==> src/rtl/sat_counter.sv <==
// rtl/sat_counter.sv - saturating incrementer with priority clear
// Ports:
//   clk  rising-edge clock
//   rst  synchronous active-high reset
//   clr  clear to zero, wins over inc
//   inc  add one unless already all-ones
//   cnt  current count
module sat_counter #(
  parameter int W = 16
) (
  input  logic         clk,
  input  logic         rst,
  input  logic         clr,
  input  logic         inc,
  output logic [W-1:0] cnt
);

  always_ff @(posedge clk) begin
    if (rst || clr) begin
      cnt <= '0;
    end else if (inc && (cnt != {W{1'b1}})) begin
      cnt <= cnt + W'(1);
    end
  end

endmodule

==> config.mk <==
export PLATFORM = sky130hd
export DESIGN_NAME = sat_counter
export DESIGN_NICKNAME = d
export VERILOG_FILES = /design/src/rtl/sat_counter.sv
export SDC_FILE = /design/constraint.sdc
export NUM_CORES = 1
export LEC_CHECK = 0
export ABC_AREA = 1
export CORE_MARGIN = 2
export CORE_UTILIZATION = 40
export CTS_CLUSTER_SIZE = 12
export DETAILED_ROUTE_END_ITERATION = 16
export GPL_ROUTABILITY_DRIVEN = 1
export GPL_TIMING_DRIVEN = 0
export PLACE_DENSITY_LB_ADDON = 0.25
export SETUP_SLACK_MARGIN = 0.5
export SLEW_MARGIN = 10
export SYNTH_ARGS = -nofsm -noshare
export SYNTH_HDL_FRONTEND = slang
export SYNTH_SLANG_ARGS = --single-unit
==> constraint.sdc <==
create_clock -name clk -period 1.5 [get_ports clk]
set_input_delay 0.3 -clock clk [delete_from_list [all_inputs] [get_ports clk]]
set_output_delay 0.3 -clock clk [all_outputs]
set_load 0.01 [all_outputs]
==> results.toml, run 1 <==
# physical design summary
[layout]
fill_cells = 203
fin_cells = 212
reg_top3 = "cnt (16)"
drive_above_1_share_pct = 44.6
utilization_pct = 65.5
largest_reg_flops = 16

[synth]
netlist_top_cells_count = "38 x nand2_1, 34 x nor2_1, 16 x dfxtp_1"
topCellsByArea = "dfxtp_1 34%, nand2_1 15%, nor2_1 13%"
ys_area_um2 = 951
ys_warn_count = 0
syn_inst = 149

[floorplanning]
die_height_um = 52.8
fp_util_pct = 42.6
die_w_um = 52.8
dieArea_um2 = 2780

[route]
dr_wl_met2_um = 1200

[clock_network]
ctsHoldBuffers = 0
cts.sinks = 16
cts_tree = "yes"

[job]
warnings = 29

[timing]
min_period_over_period_pct = 91.0
final.min_clock_period_ps = 1360
drv_slew = 0

[pwr]
leakage_nw = 0.592

[setup_path]
cp.depth = 8
reg2reg_slack_ps = 140
r2r_start = "cnt[1]"

[global_route]
antenna_found_initial = 0

[status]
status = "completed"

[place]
gp_congestion = 0.834
run 1: how the worst min path moves through the flow:
stage / start / to / cells past startpoint
6_report: cnt[9] / cnt[9] / 2
2_1_floorplan: inc / cnt[11] / 3
3_3_place_gp: cnt[4] / cnt[4] / 2
4_1_cts: cnt[5] / cnt[5] / 2
5_1_grt: cnt[14] / cnt[14] / 2
3_5_place_dp: cnt[9] / cnt[9] / 2
run 1: cell families after synthesis:
kind of cell | Yosys count | share of synthesized area, %
compound gates | 14 | 8.03
fa+ha+maj | 1 | 1.32
buf+inv | 16 | 7.50
flops | 16 | 33.7
simple gates | 102 | 49.5
run 1: where the power goes:
group	internal, mW	switching [mW]
registers	0.414	0.00319
clock network	0.148	0.151
logic	0.0288	0.0286
run 1: final cells by class:
class / count / area (um2) / area share, %
inverters: 14 / 53.8 / 3.68
clock buffers: 4 / 36.3 / 2.48
well taps: 28 / 35.0 / 2.39
repair buffers: 31 / 292 / 19.9
plain buffers: 2 / 18.8 / 1.28
multi-input cells: 117 / 668 / 45.6
flip-flops and latches: 16 / 360 / 24.6
run 1: through the flow:
step,power (mW),worst slack [ps]
final,0.774,135
after global placement,0.485,-180
after CTS,0.768,147
after global routing,0.804,18.2
after floorplan,0.465,261
after detailed placement,0.486,-176
run 1: timing repair:
action,in CTS,in global routing
setup endpoints to repair,32,32
pin swaps,8,9
gates resized,68,15
buffers inserted,7,5
hold endpoints to repair,0,0
run 1: metal layers:
metal	up-vias	track usage (%)
met5	-	0
met4	0	10.3
met3	5	2.57
met2	14	34.6
met1	469	25.3
li1	543	-
run 1: worst register-to-register path, stage by stage, from the launching register on:
cell and delay, ps:
dfxtp_4 380, ha_4 160, nand2_4 60, nor2_4 110, nand2_2 90, nor2_4 230, nor2_4 70, a21oi_2 120
nor2_1 50
run 1: layout by cell type, fill, tap and decap left out:
cell             netlist  routed
nand3_2                0       1
nor2_4                 4       9
nand2_4                1       2
clkinv_2               0       1
ha_4                   0       1
nor2_1                34      25
o21ai_2                1       1
nand2_2                3       5
dlygate4sd2_1          0       5
buf_12                 0       1
dfxtp_4                0       8
clkbuf_4               0       3
a21oi_2                0       7
inv_1                 12      12
dfxtp_2                0       8
nand4_2                1       1
a21oi_1                9       2
clkdlybuf4s50_1        0       2
buf_4                  1      11
clkbuf_8               0       1
nand2_1               38      35
nand4_1                3       3
buf_2                  0       2
nor3_2                 0       1
nand3_1               14      13
o21ai_0                3       3
a21boi_1               1       1
clkdlybuf4s15_1        0       1
inv_2                  1       1
nor2_2                 3       7
buf_6                  1      11
run_1/placement_by_type.png
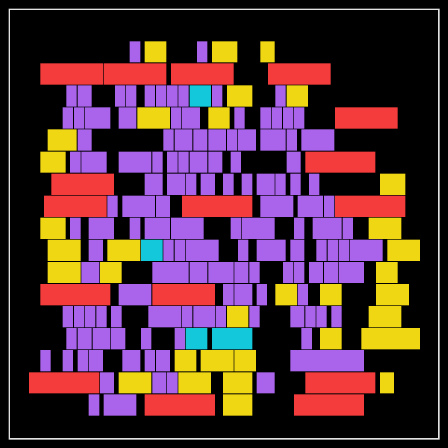
colour	class	cells
purple	combinational and other logic	131
red	sequential cells	16
cyan	clock drivers and dummy loads	4
yellow	remaining buffers and delay cells	33

run_1/cell_density.png
Scale bar: 20 um. The die is cut into 11 by 11 equal tiles; black is low, pale yellow is high, 0 to 100% covered.
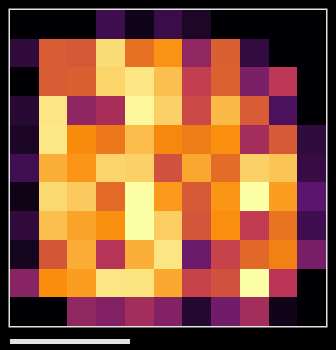
densest ninth of the die	centre
emptiest ninth of the die	upper right
tiles over 75% full	34%

run_1/io_fan.png
Scale bar: 20 um.
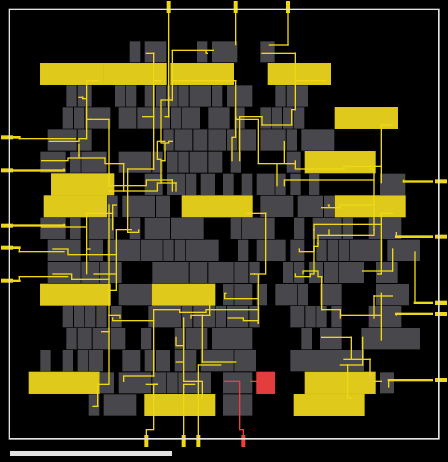
colour	port	direction	edge	end cells	buffers	wire
yellow	cnt	output	5 right, 5 left, 3 bottom, 3 top	16	19	612 um
red	clr	input	bottom	1	1	9.80 um
IO Pins: 20
Port Buffers: 19

==> run 2: changes to the inputs <==
Settings changed: CTS_CLUSTER_DIAMETER set to 120, GPL_ROUTABILITY_DRIVEN 1 to 0.
run_2/congestion.png
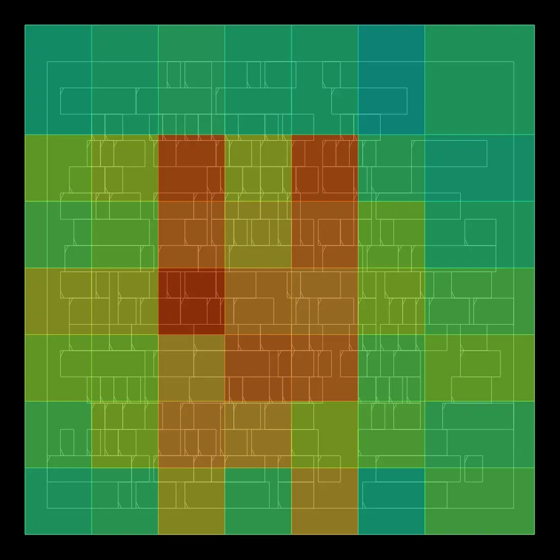
met3 usage: 2.57%
Final Core Density: 65.5%

==> results.toml, run 2 <==
# physical design summary
[status]
status = "completed"

[synth]
topCellsByArea = "dfxtp_1 34%, nand2_1 15%, nor2_1 13%"
ys_area_um2 = 951

[floorplanning]
die_height_um = 52.8
io_pins = 20
fp_util_pct = 42.6

[layout]
fill_cells = 203
fin_cells = 212
layout_top_cells = "35 x nand2_1, 25 x nor2_1, 13 x nand3_1"
layout_top_cell = "nand2_1"
drive_above_1_share_pct = 44.6
largest_reg_flops = 16

[pwr]
power_mw = 0.774

[timing]
drv_slew = 0
min_period_over_period_pct = 91.0
fin_ws_ps = 135

[global_route]
antenna_found_initial = 0

[clock_network]
ctsHoldBuffers = 0
cts.sinks = 16

[job]
warnings = 29

[place]
dpl_worst_slack_ps = -176
-- run 2: cell counts in the layout (fill, tap and decap cells not counted) --
Identical to the previous run, type by type.
-- run 2: power breakdown --
group / internal (mW) / switching, mW
combinational: 0.0288 / 0.0286
sequential: 0.414 / 0.00319
clock: 0.148 / 0.151
total: 0.591 / 0.183
-- run 2: path summary, 6_finish.rpt --
check	startpoint	endpoint	slack (ps)	cells after the start
max	cnt[1]	cnt[2]	140	8
min	cnt[9]	cnt[9]	520	2
max reg2reg	cnt[1]	cnt[2]	140	8
min reg2reg	cnt[9]	cnt[9]	520	2
-- run 2: worst reg2reg max path: stages, from the launching register on --
cell and delay (ps):
dfxtp_4 380, ha_4 160, nand2_4 60, nor2_4 110
nand2_2 90, nor2_4 230, nor2_4 70, a21oi_2 120
nor2_1 50
-- run 2: cells by family after synthesis --
group           share of synthesized area (%)
simple gates                             49.5
fa+ha+maj                                1.32
buf+inv                                  7.50
flops                                    33.7
compound gates                           8.03
-- run 2: per-layer routing --
layer | routed length, um | GRT usage [%] | up-vias
li1 | - | - | 543
met1 | 1110 | 25.3 | 469
met2 | 1200 | 34.6 | 14
met3 | 57 | 2.57 | 5
met4 | 50 | 10.3 | 0
met5 | 0 | 0 | -
-- run 2: area by class of cell --
type / count / area (um2) / area share (%)
multi-input cells: 117 / 668 / 45.6
clock buffers: 4 / 36.3 / 2.48
repair buffers: 31 / 292 / 19.9
well taps: 28 / 35.0 / 2.39
plain buffers: 2 / 18.8 / 1.28
flip-flops and latches: 16 / 360 / 24.6
inverters: 14 / 53.8 / 3.68
-- run 2: repair_timing --
| item | 4_1_cts | 5_1_grt |
|---|---|---|
| pin swaps | 8 | 9 |
| setup buffers | 7 | 5 |
| resized | 68 | 15 |
| setup endpoints to repair | 32 | 32 |
run_2/placement_by_type.png
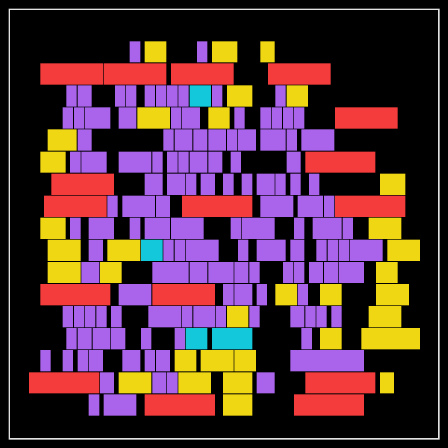

==> run 3: changes to the inputs <==
Settings changed: ABC_AREA 1 to not set, MAX_ROUTING_LAYER set to met4.
Clock period 1.5 ns to 1.2 ns, I/O delays scaled along.
run_3/placement_by_type.png
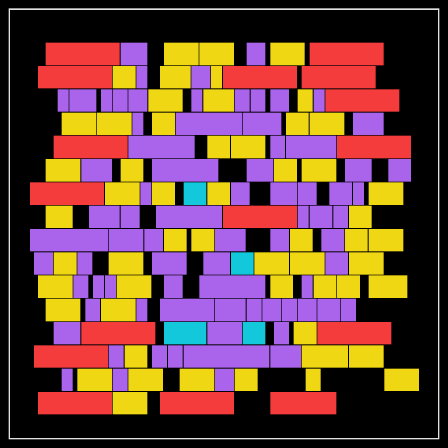
colour	class	cells
cyan	clock drivers and dummy loads	4
red	sequential cells	16
yellow	remaining buffers and delay cells	55
purple	combinational and other logic	76
Seq area share: 23.6%
Final Cell Area: 1600 um2
Std-Cell Rows: 16
Final Core Density: 80.6%
Core Box Area: 1980 um2

==> results.toml, run 3 <==
# physical design summary
[layout]
regArea_um2 = 378
fin_cells = 178
fill_cells = 104
layout_top_cells = "27 x buf_6, 20 x buf_4, 15 x dfxtp_4"
layout_top_cell = "buf_6"
drive_above_1_share_pct = 57.6
comb_area_um2 = 622
largest_reg_flops = 16

[job]
warnings = 29

[timing]
fin_ws_ps = -386
setup_viol = 18
min_period_over_period_pct = 132
drv_slew = 0

[clock_network]
cts.sinks = 16
ctsHoldBuffers = 0

[synth]
synth-compound-area-share_pct = 21.9
topCellsByArea = "dfxtp_1 38%, a21oi_1 5.3%, a41o_1 4.7%"
ys_sh_xor_pct = 3.10
ys_sh_simple_pct = 33.8
synthAdderAreaFrac_pct = 1.48
ys_area_um2 = 847
mux_area_share_pct = 0
top_cell_area_share_pct = 37.8

[status]
violations = "setup timing"
status = "complete, but fails checks"

[global_route]
antenna_found_initial = 0
grtUsageTotal_pct = 23.5

[route]
dr.pass1.iters = 4

[hold_path]
hp-class = "in -> reg"

[setup_path]
critPathKind = "reg -> reg"

[floorplanning]
die_height_um = 50.0
io_pins = 20
fp_util_pct = 42.7

[place]
dp_hpwl_um = 1480
## run 3: netlist changes by cell type after synthesis, sizes merged, moves of 3 or more
cell    delta
a31oi      +3
a41o       +4
and4       +4
clkbuf     +3
inv       -12
nand2     -36
nand3      -9
nand4      +3
nor2      -34
o31ai      +3
or3        +5
or4        +4
## run 3: worst min-delay path, delay by kind of cell
kind            cells  cell delay, ps
simple gates        1             120
compound gates      1              60
buf+inv             1             330
## run 3: where the power goes
part	total (mW)	switching (mW)	internal (mW)	leakage [nW]
sequential	0.504	0.00347	0.501	0.142
combinational	0.0676	0.0335	0.0342	0.522
clock	0.371	0.186	0.185	0.0210
total	0.943	0.223	0.720	0.684
## run 3: layer usage
| layer | wire length [um] | share of wire (%) | up-vias | track usage (%) |
|---|---|---|---|---|
| li1 | - | - | 493 | - |
| met3 | 122 | 4.1 | 6 | 3.64 |
| met5 | 0 | 0 | - | - |
| met4 | 34 | 1.2 | 0 | 6.48 |
| met1 | 1290 | 44 | 512 | 29.1 |
| met2 | 1500 | 51 | 39 | 39.3 |
## run 3: worst paths after layout
check / startpoint / end / slack (ps) / depth (start not counted)
worst max-delay path: cnt[14] / cnt[0] / -390 / 6
worst min-delay path: inc / cnt[1] / 500 / 3
worst max register to register: cnt[14] / cnt[0] / -390 / 6
worst min register to register: cnt[15] / cnt[15] / 560 / 2
## run 3: timing repair
item,CTS,global route
setup buffers,29,4
gates resized,89,30
pin swaps,9,12
setup endpoints to repair,32,32
## run 3: layout make-up
cell class	count	share of cell area, %
sequential	16	23.6
multi-input combinational	75	38.9
buffer	3	1.49
inverter	1	0.235
tap	27	2.11
timing repair buffer	52	31.3
clock buffer	4	2.27
## run 3: cell families after synthesis
group,Yosys count
AOI/OAI and AO/OA,27
xor gates and xnor gates,3
adders and majority gates,1
buffers and inverters,4
DFF,16
and+or+nand+nor,44
## run 3: per-stage QoR
stage          util (%)  power [mW]  worst slack [ps]  hold slack (ps)
4_1_cts            75.5       0.943              -321              486
2_1_floorplan         -       0.563              -346              390
3_5_place_dp       58.6       0.588              -814              504
6_report           80.6       0.943              -386              504
5_1_grt            80.6       0.986              -430              505
3_3_place_gp       58.6       0.587              -774              479
Power figures rest on the tool's default switching activity, not on a simulated workload.
